$ cat config.mk
export PLATFORM = sky130hd
export DESIGN_NAME = single_argmax_v
export DESIGN_NICKNAME = d
export VERILOG_FILES = /design/src/rtl/single_argmax_v.sv
export SDC_FILE = /design/constraint.sdc
export NUM_CORES = 1
export LEC_CHECK = 0
export CORE_MARGIN = 4
export CORE_UTILIZATION = 54
export CTS_BUF_LIST = sky130_fd_sc_hd__clkbuf_8
export DETAILED_ROUTE_END_ITERATION = 8
export PLACE_DENSITY = 0.85
export SLEW_MARGIN = 15
export SYNTH_ARGS = -nofsm -noshare
export SYNTH_HDL_FRONTEND = slang
export SYNTH_SLANG_ARGS = --single-unit
$ cat constraint.sdc
create_clock -name clk -period 4.2 [get_ports clk]
set_input_delay 1.26 -clock clk [delete_from_list [all_inputs] [get_ports clk]]
set_output_delay 1.26 -clock clk [all_outputs]
set_load 0.02 [all_outputs]
$ cat src/rtl/single_argmax_v.sv
// Sequential arg-max over a captured WIDTH-element binary32 vector, one element per clock.
// Define SINGLE_ARGMAX_NAN_SKIP_EN to keep NaNs from ever displacing a non-NaN best.
module single_argmax_v #(
   parameter int WIDTH = 10,
   parameter int IDX_W = (WIDTH > 1) ? $clog2(WIDTH) : 1
) (
   input  logic             clk,
   input  logic             rstn,
   input  logic             start,
   input  logic [31:0]      vector_a [WIDTH],
   output logic             done,
   output logic [IDX_W-1:0] index,
   output logic [31:0]      max_value,
   output logic             busy
);

   typedef enum logic [1:0] {IDLE, SCAN, FINISH} state_t;

   state_t           state;
   logic [31:0]      vec [WIDTH];
   logic [31:0]      best;
   logic [IDX_W-1:0] best_idx;
   logic [IDX_W-1:0] ptr;
   logic [31:0]      cand;
   logic             take;

   // Strict greater-than on raw binary32 bits; +0 and -0 are treated as equal.
   function automatic logic fp_greater(input logic [31:0] a, input logic [31:0] b);
      logic result;
      if (a[30:0] == 31'd0 && b[30:0] == 31'd0)
         result = 1'b0;
      else if (a[31] != b[31])
         result = ~a[31];
      else if (!a[31])
         result = (a[30:0] > b[30:0]);
      else
         result = (a[30:0] < b[30:0]);
      return result;
   endfunction

`ifdef SINGLE_ARGMAX_NAN_SKIP_EN
   function automatic logic is_nan(input logic [31:0] x);
      return (x[30:23] == 8'hFF) && (x[22:0] != 23'd0);
   endfunction
`endif

   always_comb begin
      cand = vec[ptr];
`ifdef SINGLE_ARGMAX_NAN_SKIP_EN
      if (is_nan(best))
         take = ~is_nan(cand);
      else
         take = ~is_nan(cand) && fp_greater(cand, best);
`else
      take = fp_greater(cand, best);
`endif
   end

   always_ff @(posedge clk or negedge rstn) begin
      if (!rstn) begin
         state     <= IDLE;
         done      <= 1'b0;
         busy      <= 1'b0;
         index     <= '0;
         max_value <= 32'h0;
         best      <= 32'h0;
         best_idx  <= '0;
         ptr       <= '0;
         for (int i = 0; i < WIDTH; i++)
            vec[i] <= 32'h0;
      end else begin
         done <= 1'b0;
         case (state)
            IDLE: begin
               if (start) begin
                  for (int i = 0; i < WIDTH; i++)
                     vec[i] <= vector_a[i];
                  best     <= vector_a[0];
                  best_idx <= '0;
                  ptr      <= IDX_W'(1);
                  busy     <= 1'b1;
                  state    <= (WIDTH > 1) ? SCAN : FINISH;
               end
            end
            SCAN: begin
               if (take) begin
                  best     <= cand;
                  best_idx <= ptr;
               end
               ptr <= ptr + IDX_W'(1);
               if (ptr == IDX_W'(WIDTH - 1))
                  state <= FINISH;
            end
            FINISH: begin
               max_value <= best;
               index     <= best_idx;
               done      <= 1'b1;
               busy      <= 1'b0;
               state     <= IDLE;
            end
            default: state <= IDLE;
         endcase
      end
   end

endmodule

Fig. 1: run 1, routed clock nets over the placement
Bar = 50 um.
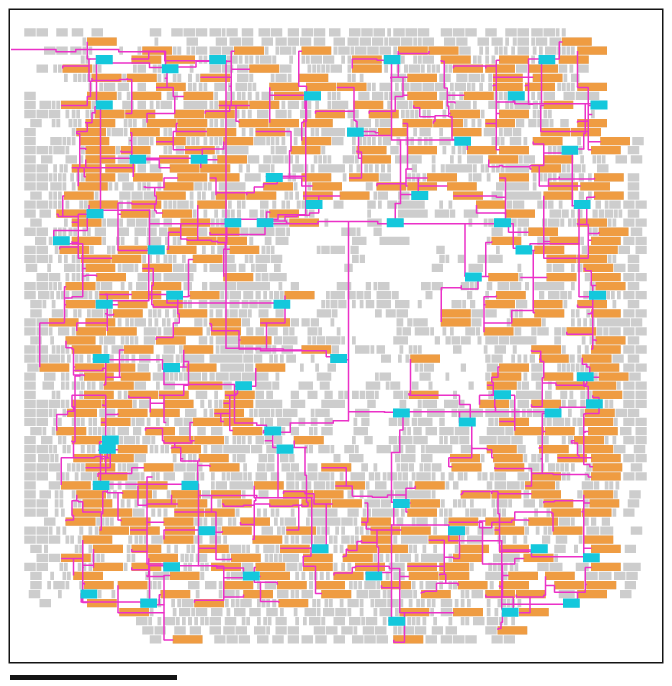
[flip-flops] orange | count: 400
[clock wires] magenta | length: 4,820 um
[cells driving clock nets] cyan | count: 61
flops lie	widely spread
routed clock nets	62
power consumed by the clock network: 3.17 mW
clock latency on the worst-skew pair: 0.62 ns
clock network fraction of total power: 14.9%
Layout Skew: 0.0237 ns

Fig. 2: run 1, routed metal, one colour a layer
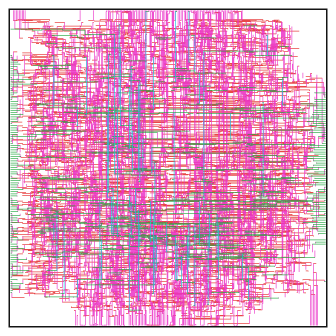
layer	colour	wire length
met1	red	26.9 mm
met4	cyan	2,120 um
met3	green	6,230 um
met2	magenta	29.6 mm

Fig. 3: run 1, pin placement
Pins as bars across the die edge, other pins in grey.
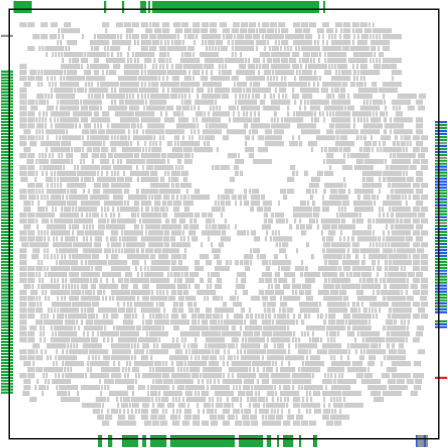
port	colour	pins	direction	edge
`vector_a`	green	320	input	109 left, 99 top, 77 bottom, 35 right
`max_value`	blue	32	output	30 right, 2 bottom
`rstn`	red	1	input	right
all pins by edge	110 left, 99 top, 83 bottom, 69 right
vertical extent of the die: 196 um
die x size: 196 um

==> impl_report.txt, run 1 <==
IMPLEMENTATION SUMMARY REPORT
----------------------------------------------------
[Global route]
  Via count of the first global-routing pass ........................ 16,700
  Antenna violations before repair ........................ 1
  Aggregate global routing overflow ........................ 0
  Global-route wire length before repair ........................ approximately 96 mm
  Maximum number of pins on one net before global-route repair ........................ a little under 100
  All-layer global routing usage ........................ 32.1%

[Die]
  Core Region ........................ 0.0346 sq mm
  Pre-placement core utilization ........................ 55.0%
  Number of cell rows ........................ 68
  Count of pins on the block boundary ........................ 361
  Die Outline Area ........................ 0.0383 sq mm

[CTS]
  Clock tree from TritonCTS ........................ yes
  Level count of the clock H-tree ........................ 2
  Total clock sinks ........................ 400
  Clk root buf ........................ sky130_fd_sc_hd__clkbuf_8
  Longest Clk Path Bufs ........................ 3
  Number of buffers inserted during clock tree synthesis ........................ 61
  Clock Pin Slew Worst Setup and Hold Paths ........................ about 0.06 ns

[Route]
  Vias after detailed routing ........................ 16,900
  Drt first pass iters ........................ 5
  Final routed wirelength across all metal layers ........................ 64.8 mm
  Vias per inst ........................ 5.66
  Violation count after the first detailed-routing iteration ........................ 1,597
  Post-route DRC violation count ........................ 0

[Logic synthesis]
  Number of standard cells after synthesis ........................ 2,103
  Number of flops mapped to enable cells by yosys ........................ 0
  Top-count cell post-synth ........................ sky130_fd_sc_hd__nand2_1
  Fraction of synthesis flops using an asynchronous set or reset pin ........................ 100%
  Synthesis Warnings ........................ 0
  Area share of fa/ha/maj cells after synthesis ........................ 2.17%
  Simple share ........................ between 20% and 30%
  Most frequent cells after synthesis ........................ sky130_fd_sc_hd__nand2_1, sky130_fd_sc_hd__dfrtp_1, sky130_fd_sc_hd__mux2i_1
  Summed instance area of the synthesized netlist ........................ 0.0190 sq mm
  Avg Inst Size Synth ........................ 9.06 sq um
  Synth Area in XOR/XNOR ........................ 0.0460%
  Fraction of the yosys area taken by sequential cells ........................ 52.6%
  Area fraction of the dominant cell type after synthesis ........................ between 50% and 60%
  Main kind of combinational logic by area ........................ simple AND/OR/NAND/NOR gates
  Seq cells post-synth ........................ about 400
  Fraction of the mapped netlist area in compound gates ........................ 6.06%
  Total cell area reported by yosys after synthesis ........................ approximately 0.019 sq mm

[Setup path]
  Data required time at the worst endpoint ........................ 4.69 ns
  Maximum fanout encountered on the critical timing path ........................ 11
  Capturing element type of the critical path ........................ flop
  Timing endpoint of the critical path ........................ best[31]$_DFFE_PN0P_
  Largest stage delay, worst path ........................ 0.48 ns
  Cell chain of the critical path ........................ clkbuf_4, buf_4, clkbuf_16, mux2i_1, a22oi_1, nand3_1, o21ai_2, ha_1, a21oi_1, nor2_1, a211oi_1, o211ai_1, a21oi_2, mux2_4, a31oi_4, buf_4, buf_6, mux2_4
  Crit path from ........................ ptr[0]$_DFFE_PN0P_
  Data arrival, critical path ........................ 4.64 ns
  Startpoint type of the worst setup path ........................ flop
  Endpoint of the lowest-slack register-to-register path ........................ best[31]$_DFFE_PN0P_

[Hold path]
  Startpoint of the worst hold path ........................ vec[214]$_DFFE_PN0P_
  Hold Crit Depth ........................ 2

[STA]
  Part of the cycle the worst path needs ........................ slightly below 100%
  Count of pins over their slew limit ........................ 0
  Final hold viol count ........................ 0
  Post-layout minimum cycle time ........................ ~4.1 ns
  Worst Setup Slack, final ........................ 0.0534 ns
  Max Clk Rate ........................ 0.241 GHz
  Total of endpoints with negative setup slack in the final report ........................ 0

[Power]
  Peak supply drop ........................ 0.499 mV
  Combinational logic power ........................ 11.2 mW
  Sequential cell power ........................ 6.95 mW
  Power Dens Cells ........................ between 800 and 900 mW/mm^2
  Combinational power share ........................ 52.5%
  Main power group ........................ combinational logic
  Power, Total ........................ 21.3 mW
  Net switching share of the total power ........................ 42.7%

[Placed design]
  Number of cells after detailed placement ........................ 2,857
  Pre-CTS setup slack ........................ 0.184 ns
  Gp weighted congestion ........................ 0.953
  Number of port buffers ........................ about 360

[Layout]
  Area of combinational cells with multiple inputs ........................ approximately 0.0083 sq mm
  Number of non-filler instances in the completed layout ........................ 2,991
  Layout cells sized above 1 ........................ 10.4%
  Number of nets in the final layout ........................ around 2,900

[Status]
  Outcome ........................ finished clean

[Flow run]
  Max-capacitance violation count ........................ 0

----------------------------------------------------
[run 1: metal layers]
metal / GRT usage (%) / routed length, um / up-vias
li1: - / - / 7622
met4: 9.85 / 2120 / 0
met1: 46.6 / 26900 / 8219
met5: 0 / 0 / -
met2: 49.3 / 29600 / 948
met3: 6.56 / 6230 / 137
[run 1: repair_timing]
item,in CTS,in global routing
setup buffers,0,25
hold buffers,0,0
setup endpoints to repair,0,32
gates resized,0,39
hold endpoints to repair,0,0
[run 1: layout by cell type, fill, tap and decap left out, types with 20 or more instances in the layout]
cell type,instances
sky130_fd_sc_hd__a21oi_1,33
sky130_fd_sc_hd__a22oi_1,20
sky130_fd_sc_hd__buf_4,73
sky130_fd_sc_hd__clkbuf_8,72
sky130_fd_sc_hd__clkdlybuf4s50_1,359
sky130_fd_sc_hd__dfrtp_1,397
sky130_fd_sc_hd__ha_1,33
sky130_fd_sc_hd__inv_1,73
sky130_fd_sc_hd__mux2i_1,157
sky130_fd_sc_hd__nand2_1,1006
sky130_fd_sc_hd__nor2_1,54
sky130_fd_sc_hd__o21ai_0,44
[run 1: state kept, by name (all words and copies together), names as in the netlist]
| register | flops |
|---|---|
| best | 32 |
| best_idx | 4 |
| busy | 1 |
| done | 1 |
| index | 4 |
| max_value | 32 |
| ptr | 4 |
| state | 2 |
| vec | 320 |
[run 1: worst max-delay path, delay by kind of cell, from the launching register on]
kind	cells	cell delay (ns)
flops	1	0.48
mux	3	0.90
compound gates	7	1.23
simple gates	2	0.27
fa+ha+maj	1	0.31
buf+inv	5	0.83
[run 1: final cells by class]
cell class	count	area share [%]
tap	455	2.28
clock buffer	72	3.97
inverter	58	0.873
multi-input combinational	1517	33.2
antenna	1	0.0100
sequential	400	40.2
timing repair buffer	459	18.7
clock inverter	29	0.758
Fig. 4: run 1, cells coloured by class
Fill, decap, tap and diode cells in grey.
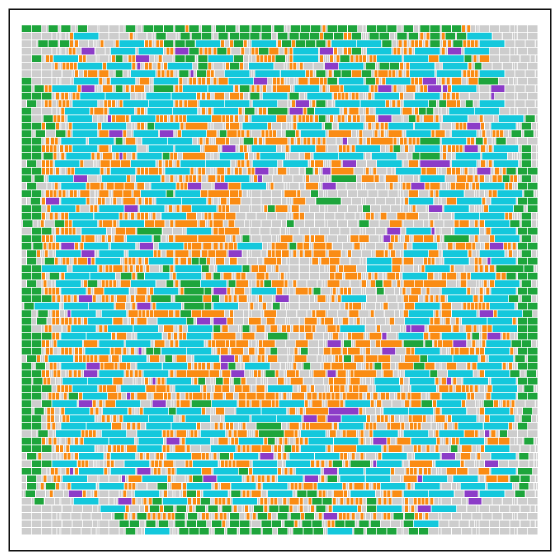

--- run 2 (diff from run 1) ---
--- a/config.mk
+++ b/config.mk
@@ -5,11 +5,13 @@
 export SDC_FILE = /design/constraint.sdc
 export NUM_CORES = 1
 export LEC_CHECK = 0
+export CELL_PAD_IN_SITES_DETAIL_PLACEMENT = 0
+export CELL_PAD_IN_SITES_GLOBAL_PLACEMENT = 1
 export CORE_MARGIN = 4
-export CORE_UTILIZATION = 54
+export CORE_UTILIZATION = 41
 export CTS_BUF_LIST = sky130_fd_sc_hd__clkbuf_8
 export DETAILED_ROUTE_END_ITERATION = 8
-export PLACE_DENSITY = 0.85
+export PLACE_DENSITY = 0.81
 export SLEW_MARGIN = 15
 export SYNTH_ARGS = -nofsm -noshare
 export SYNTH_HDL_FRONTEND = slang
==> constraint.sdc (replaced) <==
create_clock -name clk -period 4.73 [get_ports clk]
set_input_delay 1.419 -clock clk [delete_from_list [all_inputs] [get_ports clk]]
set_output_delay 1.419 -clock clk [all_outputs]
set_load 0.02 [all_outputs]
Fig. 5: run 2, cells coloured by class
Fill, decap, tap and diode cells in grey.
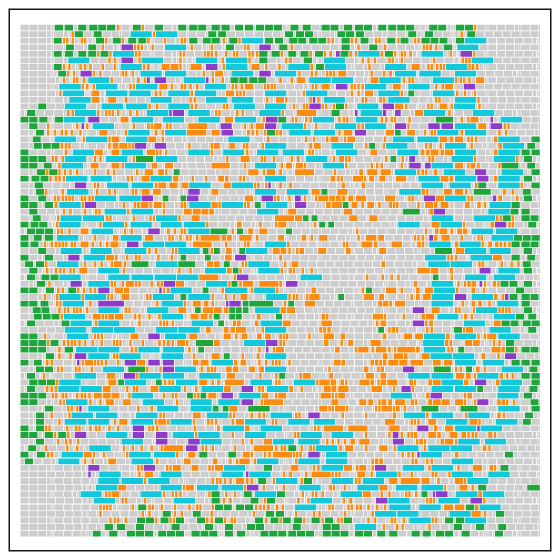
class	colour	cells
all other logic	orange	1,575
other buffers and delay cells	green	430
clock drivers and dummy loads	purple	117
flip-flops	cyan	400
finished layout cell area: 0.0248 sq mm
number of cell rows: 78
Core Util, Final: 54.4%
Core Region: 0.0457 sq mm
fraction of area in registers: 40.3%

==> impl_report.txt, run 2 <==
IMPLEMENTATION SUMMARY REPORT
----------------------------------------------------
[Flow run]
  Max-capacitance violation count ........................ 0 (unchanged)

[CTS]
  Clk root buf ........................ sky130_fd_sc_hd__clkbuf_8
  Number of buffers inserted during clock tree synthesis ........................ 69 (+13%)
  Level count of the clock H-tree ........................ 3 (+1)
  Clock latency on the worst-skew pair ........................ 0.62 ns (about the same)
  Total clock sinks ........................ 400 (unchanged)
  CTS Hold Buffers Added ........................ 0 (unchanged)
  Clock Pin Slew Worst Setup and Hold Paths ........................ 0.07 ns (about the same)

[Logic synthesis]
  Number of standard cells after synthesis ........................ 2,103 (unchanged)
  Seq cells post-synth ........................ 400 (unchanged)
  Synthesis Warnings ........................ 0 (unchanged)
  Area fraction of the dominant cell type after synthesis ........................ 52.6% (unchanged)
  Fraction of the yosys area taken by sequential cells ........................ 52.6% (unchanged)
  Top-count cell post-synth ........................ sky130_fd_sc_hd__nand2_1

[Route]
  Violation count after the first detailed-routing iteration ........................ 1,371 (-14%)
  Final routed wirelength across all metal layers ........................ 67.2 mm (+3.7%)

[Setup path]
  Maximum fanout encountered on the critical timing path ........................ 29 (+18)
  Cell chain of the critical path ........................ buf_4, buf_16, mux2i_1, a22oi_1, a31oi_1, inv_1, ha_1, nand4_1, a21oi_1, o31ai_1, o211ai_1, a21oi_1, mux2_2, a31oi_4, buf_12, mux2i_1
  Data arrival, critical path ........................ 5.02 ns (+0.38 ns)
  Capturing element type of the critical path ........................ flop
  Bufs and invs on worst path ........................ 4 (-1)
  Largest stage delay, worst path ........................ 0.55 ns (+0.07 ns)
  Endpoint of the lowest-slack register-to-register path ........................ best[11]$_DFFE_PN0P_

[Layout]
  Number of nets in the final layout ........................ 2,832 (-0.74%)
  Register containing the most flip-flops in the final layout ........................ vec
  Antenna Diode Count ........................ 0 (-1)

[Status]
  Outcome ........................ finished clean

[Global route]
  Global-route wire length before repair ........................ 100 mm (+4.7%)
  All-layer global routing usage ........................ 26.4% (-5.7 points)
  Met1 usage in global routing ........................ 39.1% (-7.5 points)
  Aggregate global routing overflow ........................ 0 (unchanged)
  Global Route met3 Usage ........................ 5.57% (-0.99 points)
  Maximum number of pins on one net before global-route repair ........................ 128 (+31%)
  Most Used Layer, Global Route ........................ met2

[Placed design]
  Number of cells after detailed placement ........................ 2,996 (+4.9%)

[STA]
  Part of the cycle the worst path needs ........................ 95.3% (-3.4 points)
  Count of pins over their slew limit ........................ 0 (unchanged)
  Post-layout minimum cycle time ........................ 4.51 ns (+0.360 ns)
  Max Clk Rate ........................ 0.222 GHz (-8.0%)

[Die]
  Die x size ........................ 224 um (+14%)
  Count of pins on the block boundary ........................ 361 (unchanged)
  Die Outline Area ........................ 0.0500 sq mm (+30%)

----------------------------------------------------
Fig. 6: run 2, routed clock nets over the placement
Bar = 50 um.
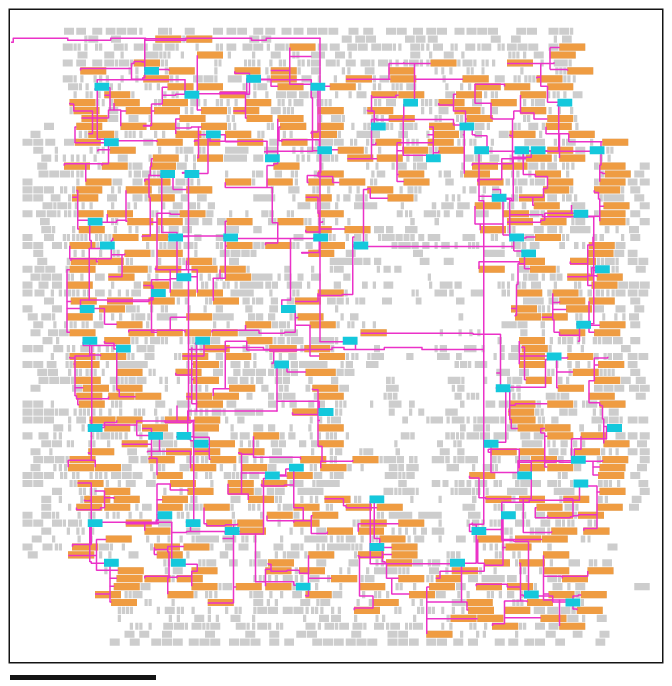
[cells driving clock nets] cyan | count: 69
[clock wires] magenta | length: 5,470 um
[flip-flops] orange | count: 400
flops lie	widely spread
routed clock nets	70

## run 2: netlist changes by cell type in the layout (fill, tap and decap cells not counted), sizes merged
cell      delta
buf         -23
clkbuf       +8
clkinv       -3
clkinvlp     +3
inv          +3
bufinv       -1
diode        -1
## run 2: routing by layer
layer  vias up  routed length, um
met1      7877              31200
met4         0               1570
li1       7568                  -
met3        76               4850
met2       591              29700
met5         -                  0
## run 2: cell families (layout without fill, tap and decap cells)
family	after synthesis	in the layout	share of synthesized area, %
simple gates	1119	1119	22.9
mux	194	194	11.5
xor+xnor	1	1	0.0460
flops	400	400	52.6
buf+inv	186	605	4.80
compound gates	170	170	6.06
fa+ha+maj	33	33	2.17
## run 2: cell type report
class                   instances  area [sq um]
inverters                      58           218
clock buffers                  86          1180
well taps                     600           751
multi-input cells            1517          8140
clock inverters                31           175
fillers                      4206         20800
flip-flops and latches        400         10000
repair buffers                430          4350
## run 2: report_power, final
group | switching (mW) | internal [mW] | total [mW] | leakage [nW]
Combinational | 5.39 | 3.84 | 9.23 | 7.02
Sequential | 1.07 | 5.07 | 6.14 | 4.89
Clock | 1.42 | 1.69 | 3.11 | 0.760
Total | 7.88 | 10.6 | 18.5 | 12.7
## run 2: repair_timing
item                       in CTS  in global routing
gates resized                   0                  2
buffers inserted                0                  8
setup endpoints to repair       0                  8
## run 2: tightest hold or removal path, cell delays in order (launching register included)
cell and delay (ns):
sky130_fd_sc_hd__dfrtp_1 0.34, sky130_fd_sc_hd__nand2_1 0.05, sky130_fd_sc_hd__nand2_1 0.06
Fig. 7: run 2, routed metal, one colour a layer
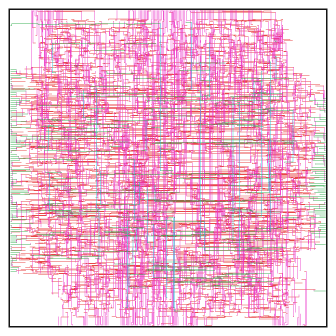

--- run 3 (diff from run 2) ---
--- a/config.mk
+++ b/config.mk
@@ -5,6 +5,7 @@
 export SDC_FILE = /design/constraint.sdc
 export NUM_CORES = 1
 export LEC_CHECK = 0
+export CAP_MARGIN = 30
 export CELL_PAD_IN_SITES_DETAIL_PLACEMENT = 0
 export CELL_PAD_IN_SITES_GLOBAL_PLACEMENT = 1
 export CORE_MARGIN = 4
==> constraint.sdc (replaced) <==
create_clock -name clk -period 4.7 [get_ports clk]
set_input_delay 1.41 -clock clk [delete_from_list [all_inputs] [get_ports clk]]
set_output_delay 1.41 -clock clk [all_outputs]
set_load 0.02 [all_outputs]
Fig. 8: run 3, routed metal, one colour a layer
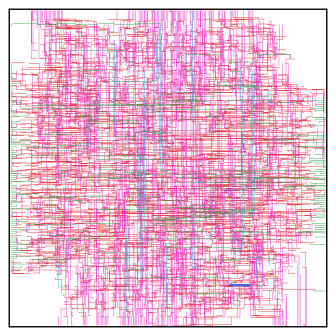
layer	colour	wire length
met4	cyan	1,840 um
met2	magenta	29.4 mm
met1	red	30.1 mm
met3	green	4,540 um
met5	blue	12.9 um

Fig. 9: run 3, cell placement
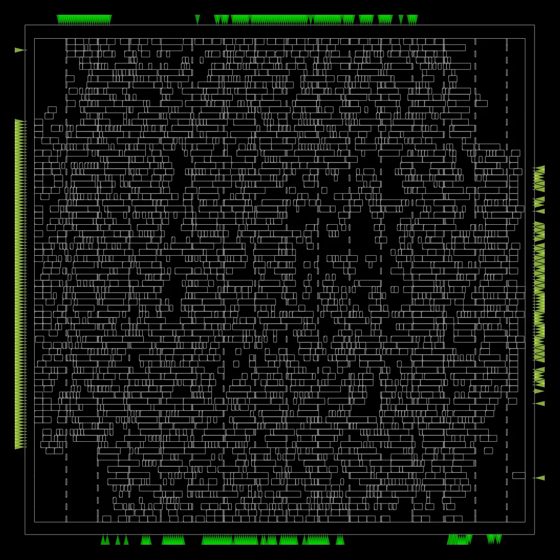
inserted tap cell count: 600
count of fill cells added during filler insertion: 4,190
Core Util, Final: 54.4%

==> impl_report.txt, run 3 <==
IMPLEMENTATION SUMMARY REPORT
----------------------------------------------------
[Global route]
  Via count of the first global-routing pass ........................ 16,400
  Global-route wire length before repair ........................ 98.7 mm (-1.6%)
  Maximum number of pins on one net before global-route repair ........................ 110 (-14%)
  Aggregate global routing overflow ........................ 0 (unchanged)
  All-layer global routing usage ........................ 25.9% (-0.55 points)

[Power]
  Clock network fraction of total power ........................ 17.6% (+0.8 points)
  Sequential cell power ........................ 6.16 mW (about the same)
  Sequential cell fraction of total power ........................ 33.2% (about the same)
  Combinational power share ........................ 49.2% (-0.7 points)
  Main power group ........................ combinational logic
  Combinational logic power ........................ 9.15 mW (-0.9%)
  Internal ........................ 10.7 mW (+0.69%)
  Power consumed by the clock network ........................ 3.27 mW (+5%)
  Power spent charging and discharging nets ........................ 7.90 mW (+0.29%)

[Logic synthesis]
  Fraction of the yosys area taken by sequential cells ........................ 52.6% (unchanged)
  Number of flops mapped to enable cells by yosys ........................ 0
  Seq cells post-synth ........................ 400 (unchanged)
  Most frequent cells after synthesis ........................ sky130_fd_sc_hd__nand2_1, sky130_fd_sc_hd__dfrtp_1, sky130_fd_sc_hd__mux2i_1
  Main kind of combinational logic by area ........................ simple AND/OR/NAND/NOR gates
  Synthesis Warnings ........................ 0 (unchanged)
  Simple share ........................ 22.9% (unchanged)
  Summed instance area of the synthesized netlist ........................ about 0.019 sq mm
  Fraction of the mapped netlist area in compound gates ........................ 6.06% (unchanged)
  Number of standard cells after synthesis ........................ 2,103 (unchanged)
  Area share of fa/ha/maj cells after synthesis ........................ 2.17% (unchanged)
  Area fraction of the dominant cell type after synthesis ........................ 52.6% (unchanged)
  Multiplexer area fraction after synthesis ........................ 11.5% (unchanged)
  Synth Area in XOR/XNOR ........................ 0.0460% (unchanged)

[CTS]
  Level count of the clock H-tree ........................ 3 (unchanged)
  CTS Hold Buffers Added ........................ 0 (unchanged)
  Clock latency on the worst-skew pair ........................ 0.62 ns (about the same)
  Total clock sinks ........................ 400 (unchanged)
  Post-cts repair resize count ........................ 0 (unchanged)
  Number of buffers inserted during clock tree synthesis ........................ 70 (+1.4%)
  Clk root buf ........................ sky130_fd_sc_hd__clkbuf_8
  Post-CTS repair timing setup buffer count ........................ 0 (unchanged)
  Clock Pin Slew Worst Setup and Hold Paths ........................ 0.06 ns (about the same)

[STA]
  Max Clk Rate ........................ 0.226 GHz (+1.9%)
  Count of pins over their slew limit ........................ 0 (unchanged)
  Post-layout minimum cycle time ........................ 4.42 ns (-0.0825 ns)
  Part of the cycle the worst path needs ........................ 94.1% (-1.1 points)
  Total of endpoints with negative setup slack in the final report ........................ 0

[Status]
  Outcome ........................ finished clean

[Die]
  Core Region ........................ 0.0457 sq mm (unchanged)
  Count of pins on the block boundary ........................ 361 (unchanged)
  Pre-placement core utilization ........................ 41.7%
  Number of cell rows ........................ 78 (unchanged)
  Die x size ........................ 224 um (unchanged)

[Setup path]
  Maximum fanout encountered on the critical timing path ........................ 36 (+24%)
  Bufs and invs on worst path ........................ 3 (-1)
  Data arrival, critical path ........................ 4.95 ns (-0.07 ns)
  Largest stage delay, worst path ........................ 0.59 ns (+0.04 ns)
  Cell chain of the critical path ........................ buf_12, mux4_2, mux2i_1, o22a_1, inv_1, ha_1, a21o_1, nand3_1, a211o_1, nand4_1, a21oi_1, mux2_2, a31oi_4, buf_4, mux2i_1
  Capturing element type of the critical path ........................ flop

[Flow run]
  Warning total across the stage logs ........................ 29
  Max-capacitance violation count ........................ 0 (unchanged)

[Route]
  Violation count after the first detailed-routing iteration ........................ 1,235 (-9.9%)
  Final routed wirelength across all metal layers ........................ 65.9 mm (-2.0%)

[Layout]
  Number of nets in the final layout ........................ 2,823 (-0.32%)
  Register containing the most flip-flops in the final layout ........................ vec
  Finished layout cell area ........................ 0.0248 sq mm (about the same)

[Placed design]
  Number of cells after detailed placement ........................ 2,995 (-0.033%)

----------------------------------------------------
==> run 3: cell counts after synthesis <==
Identical to the previous run, type by type.
==> run 3: worst paths after layout <==
| kind | slack (ns) | depth (start not counted) | to |
|---|---|---|---|
| max in group asynchronous | 2.85 | 2 | vec[110]$_DFFE_PN0P_ |
| worst min-delay path | 0.47 | 2 | vec[235]$_DFFE_PN0P_ |
| worst min register to register | 0.47 | 2 | vec[235]$_DFFE_PN0P_ |
| min in group asynchronous | 0.88 | 1 | index[2]$_DFFE_PN0P_ |
| worst max register to register | 0.28 | 15 | best[3]$_DFFE_PN0P_ |
| worst max-delay path | 0.28 | 15 | best[3]$_DFFE_PN0P_ |
==> run 3: kinds of logic after synthesis <==
kind of cell / after synthesis
adders and majority gates: 33
buffers and inverters: 186
DFF: 400
AOI/OAI and AO/OA: 170
muxes: 194
xor gates and xnor gates: 1
and+or+nand+nor: 1119
==> run 3: tightest hold or removal path, cell delays in order (launching register included) <==
cell and delay [ns]:
sky130_fd_sc_hd__dfrtp_1 0.33, sky130_fd_sc_hd__nand2_1 0.05, sky130_fd_sc_hd__nand2_1 0.05
==> run 3: cell type report <==
| type | count | area, sq um | area share, % |
|---|---|---|---|
| Tap cell | 600 | 751 | 3.02 |
| Clock inverter | 38 | 240 | 0.967 |
| Timing Repair Buffer | 420 | 4280 | 17.2 |
| Multi-Input combinational cell | 1517 | 8140 | 32.8 |
| Inverter | 58 | 218 | 0.876 |
| Clock buffer | 87 | 1200 | 4.82 |
| Antenna cell | 1 | 2.50 | 0.0101 |
| Sequential cell | 400 | 10000 | 40.3 |
==> run 3: routing by layer <==
layer,track usage [%],up-vias,wire [um]
met1,37.3,7757,30100
met3,5.50,102,4540
met5,0,-,12
met4,7.99,2,1840
met2,39.5,583,29400
li1,-,7568,-
No activity file was given, so power comes from the tool's default toggle rates.
